--- config.mk ---
export PLATFORM = sky130hd
export DESIGN_NAME = iter_shift_unit
export DESIGN_NICKNAME = d
export VERILOG_FILES = /design/src/rtl/shift_pkg.sv /design/src/rtl/shift_step.sv /design/src/rtl/iter_shift_unit.sv
export SDC_FILE = /design/constraint.sdc
export NUM_CORES = 1
export LEC_CHECK = 0
export CAP_MARGIN = 20
export CELL_PAD_IN_SITES_DETAIL_PLACEMENT = 0
export CELL_PAD_IN_SITES_GLOBAL_PLACEMENT = 1
export CORE_ASPECT_RATIO = 0.8
export CORE_UTILIZATION = 41
export CTS_CLUSTER_DIAMETER = 50
export CTS_CLUSTER_SIZE = 25
export DETAILED_ROUTE_END_ITERATION = 10
export PLACE_DENSITY_LB_ADDON = 0.1
export SLEW_MARGIN = 20
export SYNTH_ARGS = -nofsm -noshare
export SYNTH_HDL_FRONTEND = slang
export SYNTH_SLANG_ARGS = --single-unit
--- constraint.sdc ---
create_clock -name clk -period 3.7 [get_ports clk]
set_input_delay 0.74 -clock clk [delete_from_list [all_inputs] [get_ports clk]]
set_output_delay 0.74 -clock clk [all_outputs]
set_load 0.05 [all_outputs]
--- src/rtl/shift_pkg.sv ---
// Shared definitions for the iterative shifter: FS codes, FSM states, widths.
// Optional build macro: SHIFT_BY4_EN (4-bit shift steps).
package shift_pkg;

  localparam int SH_W   = 32;
  localparam int SH_SHW = 5;

  localparam logic [4:0] FS_SLL = 5'h0C;
  localparam logic [4:0] FS_SRL = 5'h0D;
  localparam logic [4:0] FS_SRA = 5'h0E;

  typedef enum logic [1:0] {
    ST_IDLE  = 2'd0,
    ST_SHIFT = 2'd1,
    ST_DONE  = 2'd2
  } state_t;

  function automatic logic fs_valid(input logic [4:0] fs);
    return (fs == FS_SLL) || (fs == FS_SRL) || (fs == FS_SRA);
  endfunction

endpackage

--- src/rtl/shift_step.sv ---
// Combinational single-step shifter: moves data by 1 (or 4) per call.
// Optional build macro: SHIFT_BY4_EN adds the by4 step input.
module shift_step
  import shift_pkg::*;
#(
  parameter int W = SH_W
) (
  input  logic [4:0]   op,
  input  logic [W-1:0] data,
`ifdef SHIFT_BY4_EN
  input  logic         by4,
`endif
  output logic [W-1:0] res
);

  always_comb begin
    res = data;
`ifdef SHIFT_BY4_EN
    if (by4) begin
      unique case (1'b1)
        op == FS_SLL: res = {data[W-5:0], 4'b0};
        op == FS_SRL: res = {4'b0, data[W-1:4]};
        op == FS_SRA: res = {{4{data[W-1]}}, data[W-1:4]};
        default:      res = data;
      endcase
    end else begin
`endif
      unique case (1'b1)
        op == FS_SLL: res = {data[W-2:0], 1'b0};
        op == FS_SRL: res = {1'b0, data[W-1:1]};
        op == FS_SRA: res = {data[W-1], data[W-1:1]};
        default:      res = data;
      endcase
`ifdef SHIFT_BY4_EN
    end
`endif
  end

endmodule

--- src/rtl/iter_shift_unit.sv ---
// Multi-cycle SLL/SRL/SRA unit with start/busy/done handshake.
// Optional build macro: SHIFT_BY4_EN (shift 4 bits per cycle while cnt>=4).
module iter_shift_unit
  import shift_pkg::*;
#(
  parameter int W   = SH_W,
  parameter int SHW = SH_SHW
) (
  input  logic           clk,
  input  logic           reset,
  input  logic           start,
  input  logic [4:0]     FS,
  input  logic [W-1:0]   T,
  input  logic [SHW-1:0] shamt,
  output logic [W-1:0]   Y,
  output logic           busy,
  output logic           done
);

  state_t         state, state_nx;
  logic [W-1:0]   work, step_res;
  logic [SHW-1:0] cnt, cnt_step;
  logic [4:0]     op;
  logic           fs_ok, last;

  assign fs_ok = fs_valid(FS);

`ifdef SHIFT_BY4_EN
  logic by4;
  assign by4      = cnt >= SHW'(4);
  assign cnt_step = by4 ? SHW'(4) : SHW'(1);
`else
  assign cnt_step = SHW'(1);
`endif

  // final step is the one that brings cnt to exactly zero
  assign last = (cnt == cnt_step);

  shift_step #(.W(W)) u_step (
    .op   (op),
    .data (work),
`ifdef SHIFT_BY4_EN
    .by4  (by4),
`endif
    .res  (step_res)
  );

  always_ff @(posedge clk) begin
    if (!reset) state <= ST_IDLE;
    else        state <= state_nx;
  end

  always_comb begin
    state_nx = state;
    unique case (state)
      ST_IDLE:
        if (start)
          state_nx = (shamt != '0 && fs_ok) ? ST_SHIFT : ST_DONE;
      ST_SHIFT:
        if (last) state_nx = ST_DONE;
      ST_DONE:  state_nx = ST_IDLE;
      default:  state_nx = ST_IDLE;
    endcase
  end

  always_ff @(posedge clk) begin
    if (!reset) begin
      work <= '0;
      cnt  <= '0;
      op   <= '0;
      Y    <= '0;
    end else begin
      unique case (state)
        ST_IDLE:
          if (start) begin
            work <= fs_ok ? T : '0;
            cnt  <= shamt;
            op   <= FS;
            if (shamt == '0 || !fs_ok)
              Y <= fs_ok ? T : '0;
          end
        ST_SHIFT: begin
          work <= step_res;
          cnt  <= cnt - cnt_step;
          if (last) Y <= step_res;
        end
        default: ;
      endcase
    end
  end

  assign busy = (state != ST_IDLE);
  assign done = (state == ST_DONE);

endmodule

Placement by cell class:
The bar under the picture is 20 um long. Fill, decap, tap and diode cells in gray.
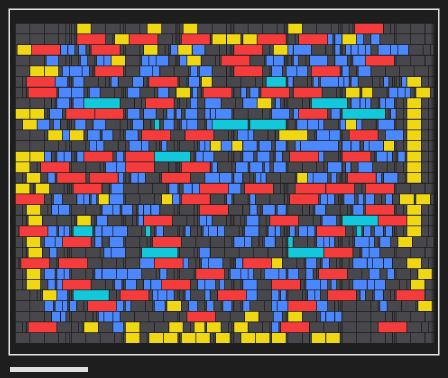
red -> flip-flops  # cells 76, share of their area 32%
yellow -> other buffers and delay cells  # cells 90, share of their area 19%
cyan -> clock drivers and dummy loads  # cells 16, share of their area 6.2%
blue -> all other logic  # cells 332, share of their area 43%

Routing congestion:
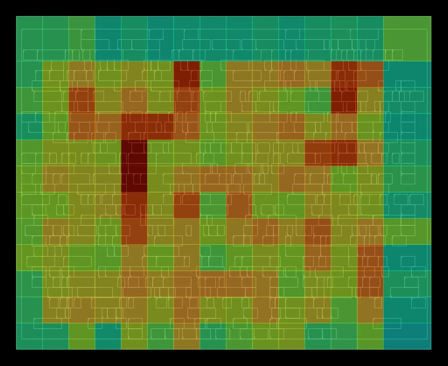
most congested layer reported by global routing: met2
met3 Track Usage GR: 0.05134
met1 global-route usage: 0.3365
met2 Track Usage GR: 0.3602
final standard cell utilization of the core: 0.5641

Port wiring:
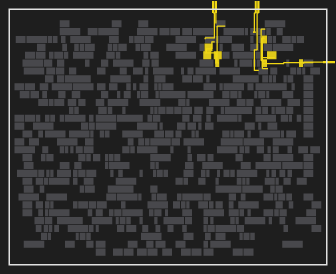
yellow -> `shamt`  # bits 5, direction input, edge 4 north, 1 east, end cells 8, buffers 5, wire 139 um
Boundary Pins: 79
Buffers on Ports: 78

Metal 1:
Supply wires on this layer in gray.
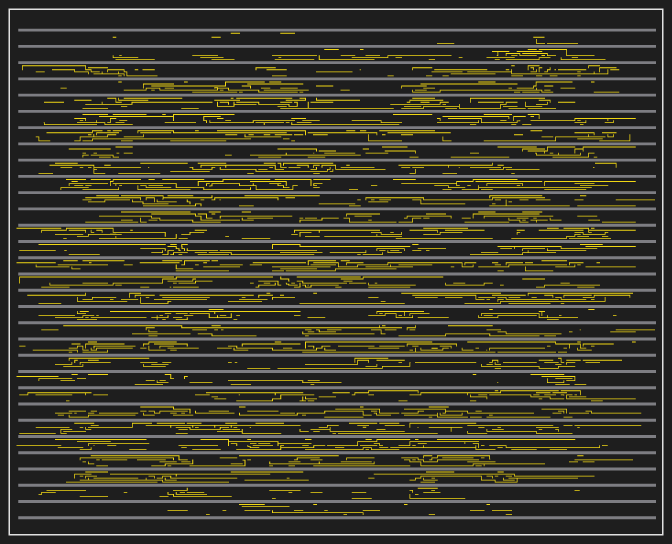
main direction = horizontal
longest straight run = 36.8 um
nets with wire on the layer = 492
share of all routed wire = 50%
wire length on this layer = 5,320 um

==> flow_metrics.rpt <==
PHYSICAL IMPLEMENTATION REPORT
----------------------------------------------------
[Run status]
  Run status ........................ finished clean

[Floorplan]
  Tapcells inserted ........................ 112
  Vert. Die Dim ........................ 87.70 um
  Chip area ........................ 9569 um2
  DIE WIDTH ........................ 109.1 um
  Core utilization at floorplan ........................ 0.4322
  Core Rows ........................ 30

[Final timing]
  Hold slack ........................ 0.4870 ns
  Remaining max-slew budget at the tightest pin ........................ 0.3210
  Worst clock skew on the final layout ........................ 0.006474 ns
  Final Hold Vio Count ........................ 0
  Least-Margin Pin Slew ........................ 1.015 ns
  Peak Freq ........................ 0.3784 GHz
  PnR worst setup slack ........................ 1.057 ns
  Post-Route Setup TNS ........................ 0 ns
  Unrepaired setup endpoints after global routing ........................ false
  Setup Viol. Count Final ........................ 0
  Cycle use final ........................ 0.7142
  Final Max Tran Viols ........................ 0
  Final period demand of the worst path ........................ 2.643 ns

[Pwr]
  Sequential power ........................ 0.000906 W
  Comb power ........................ 0.000421 W
  Sequential group share of total power ........................ 0.408
  IR Drop Worst-Case VDD ........................ 252.0 uV
  Highest-power group ........................ sequential cells
  Pwr Total ........................ 0.002220 W
  Switching pwr ........................ 0.0006284 W
  Clock power share ........................ 0.402
  Clock network power ........................ 0.000892 W
  Logic pwr share ........................ 0.190
  Switching power as a share of total power ........................ 0.2831
  Static leakage power ........................ 1.618 nW
  Cell Int Power ........................ 0.001591 W
  Ratio of total power to cell area ........................ 451.9 nW/um2

[Synthesis]
  Yosys synthesis warning count ........................ 0
  Top logic family ........................ AND-OR/OR-AND gates
  Total cells reported by yosys after synthesis ........................ 448
  Post-Synthesis Mean Instance Area ........................ 8.401 um2
  Flip-flops with a built-in enable ........................ 0
  Post-synth top cells ........................ sky130_fd_sc_hd__dfxtp_1, sky130_fd_sc_hd__o21ai_0, sky130_fd_sc_hd__nand2_1
  Sequential-to-total area share from yosys stat ........................ 0.4043
  Fraction of synthesized cell area in xor and xnor cells ........................ 0.004654
  Mux share of post-synthesis cell area ........................ 0.06383
  Cell area after synthesis ........................ 3764 um2
  Portion of synthesized cell area occupied by the leading cell type ........................ 0.4043
  Cell with the most instances after synthesis ........................ sky130_fd_sc_hd__dfxtp_1
  Library cell occupying the most area in the post-synthesis netlist ........................ sky130_fd_sc_hd__dfxtp_1
  Yosys synthesis chip area ........................ 3764 um2
  Number of nets produced by synthesis ........................ 495
  Simple logic cell fraction of the synthesized area ........................ 0.1406
  Proportion of register bits with asynchronous set or reset after synthesis ........................ 0
  Top FF cell, synth ........................ sky130_fd_sc_hd__dfxtp_1
  Synthesized instance count ........................ 448
  Flops out of synthesis ........................ 76
  Adders+Majority by Area ........................ 0.006649
  Compound-cell area share of the yosys netlist ........................ 0.3245
  Largest cells by area after synthesis ........................ sky130_fd_sc_hd__dfxtp_1, sky130_fd_sc_hd__o21ai_0, sky130_fd_sc_hd__mux2i_1
  Unique masters post-synth ........................ 44

[Global route]
  Pin count of the biggest net entering global routing ........................ 47
  Vias in the first global route ........................ 3,459
  GRT overflow ........................ 0
  Global Route Usage Sum ........................ 0.2367
  Wire length of the first global-routing pass ........................ 17,660 um
  Antenna violations before repair ........................ 0

[Critical path]
  Critical-path maximum fanout ........................ 46
  Sum of buffers and inverters on the critical path ........................ 2
  Worst setup path class ........................ in -> reg
  Cells on worst reg2reg path ........................ 7
  CP Data Required Time ........................ 3.95 ns
  Start point of the critical path ........................ start
  Reg2reg end ........................ work[11]
  Cells traversed along the worst timing path ........................ clkdlybuf4s50_1, nor2_1, or2_1, a311oi_4, buf_12, o21ai_0, a31oi_1
  Cell type of the slowest stage on the worst timing path ........................ sky130_fd_sc_hd__a311oi_4
  Signal arrival time at the worst endpoint ........................ 2.90 ns
  R2r setup slk ........................ 1.30 ns
  Launching point of the worst reg2reg path ........................ op[1]
  Number of cells on the critical path ........................ 7
  Category of the worst setup path capture point ........................ flop
  Kind of cell adding the most delay to the critical path ........................ AND-OR/OR-AND gates

[Cells and area]
  Layout clock area frac ........................ 0.06062
  Nonclk buf count ........................ 90
  Most frequent logic cell in the layout ........................ sky130_fd_sc_hd__clkdlybuf4s50_1
  Number of nets in the finished design ........................ 556
  Biggest regs ........................ Y: 32 flops, work: 32 flops
  Number of fill cells in the layout ........................ 851
  Share of layout cells above drive strength 1 ........................ 0.06226
  Dominant logic cell types in the final layout ........................ sky130_fd_sc_hd__clkdlybuf4s50_1, sky130_fd_sc_hd__dfxtp_1, sky130_fd_sc_hd__o21ai_0, sky130_fd_sc_hd__nand2_1, sky130_fd_sc_hd__a22oi_1
  Number of inserted diodes ........................ 0
  NonClk Buf Share ........................ 0.1798
  Non-Filler Cell Area, Final ........................ 4912 um2
  Layout inverter count without the clock tree ........................ 7
  Cell Count, Final, Fillers Out ........................ 626
  Share of cell area taken by multi-input logic gates ........................ 0.4157
  Reg area ........................ 1523 um2
  Clock buf count ........................ 15
  Comb. cell area ........................ 2042 um2
  Area Overhead vs Synth ........................ 30.52%
  Flop share of the area ........................ 0.3100
  Count of flip-flops and latches ........................ 76
  Number of combinational gates with multiple inputs ........................ 325

[Run]
  Number of warning messages in the logs ........................ 27
  Max-Cap Viols ........................ 0

[Hold path]
  Hold Path Cell Cnt ........................ 2
  Class of the tightest hold or removal check ........................ reg -> reg
  Worst-case hold path end point ........................ cnt[4]
  Hold wc startpoint ........................ cnt[4]

[Clock tree]
  Clock-pin slew on the worst setup and hold paths ........................ 0.06 ns
  Level count of the clock H-tree ........................ 3
  Setup repair bufs after CTS ........................ 0
  Root Driver ........................ sky130_fd_sc_hd__clkbuf_16
  CTS Buf Count ........................ 9
  Clock Sink Count ........................ 76
  Maximum buffer depth of the clock tree ........................ 2
  Post-cts hold buffer count ........................ 0
  Post-CTS resize count ........................ 0
  CTS tree ........................ yes
  Later-pin clock latency in the skew report ........................ 0.33 ns

[Drt]
  Number of iterations in the first detailed-routing pass ........................ 5
  Uppermost layer routed ........................ met4
  Final ANT Viol Nets ........................ 0
  DRC violations left ........................ 0
  Via density ........................ 5.792
  First DRT Iteration DRCs ........................ 246
  Vias after detailed routing ........................ 3,626
  Metal3 WL ........................ 568 um
  Amount of wire on met2 after detailed routing ........................ 4705 um
  Average wire per cell in the routed design ........................ 17.07 um
  Routed metal-1 wirelength ........................ 5318 um
  DRT Wirelength ........................ 10,690 um

[Placed design]
  Dpl cell area ........................ 4614 um2
  DP HPWL ........................ 7021 um
  Final weighted congestion in routability-driven placement ........................ 0.8047
  Total placed cells including tap cells ........................ 610
  Dpl ws ........................ 0.7691 ns

----------------------------------------------------
Power is estimated from default activity; no workload was simulated.
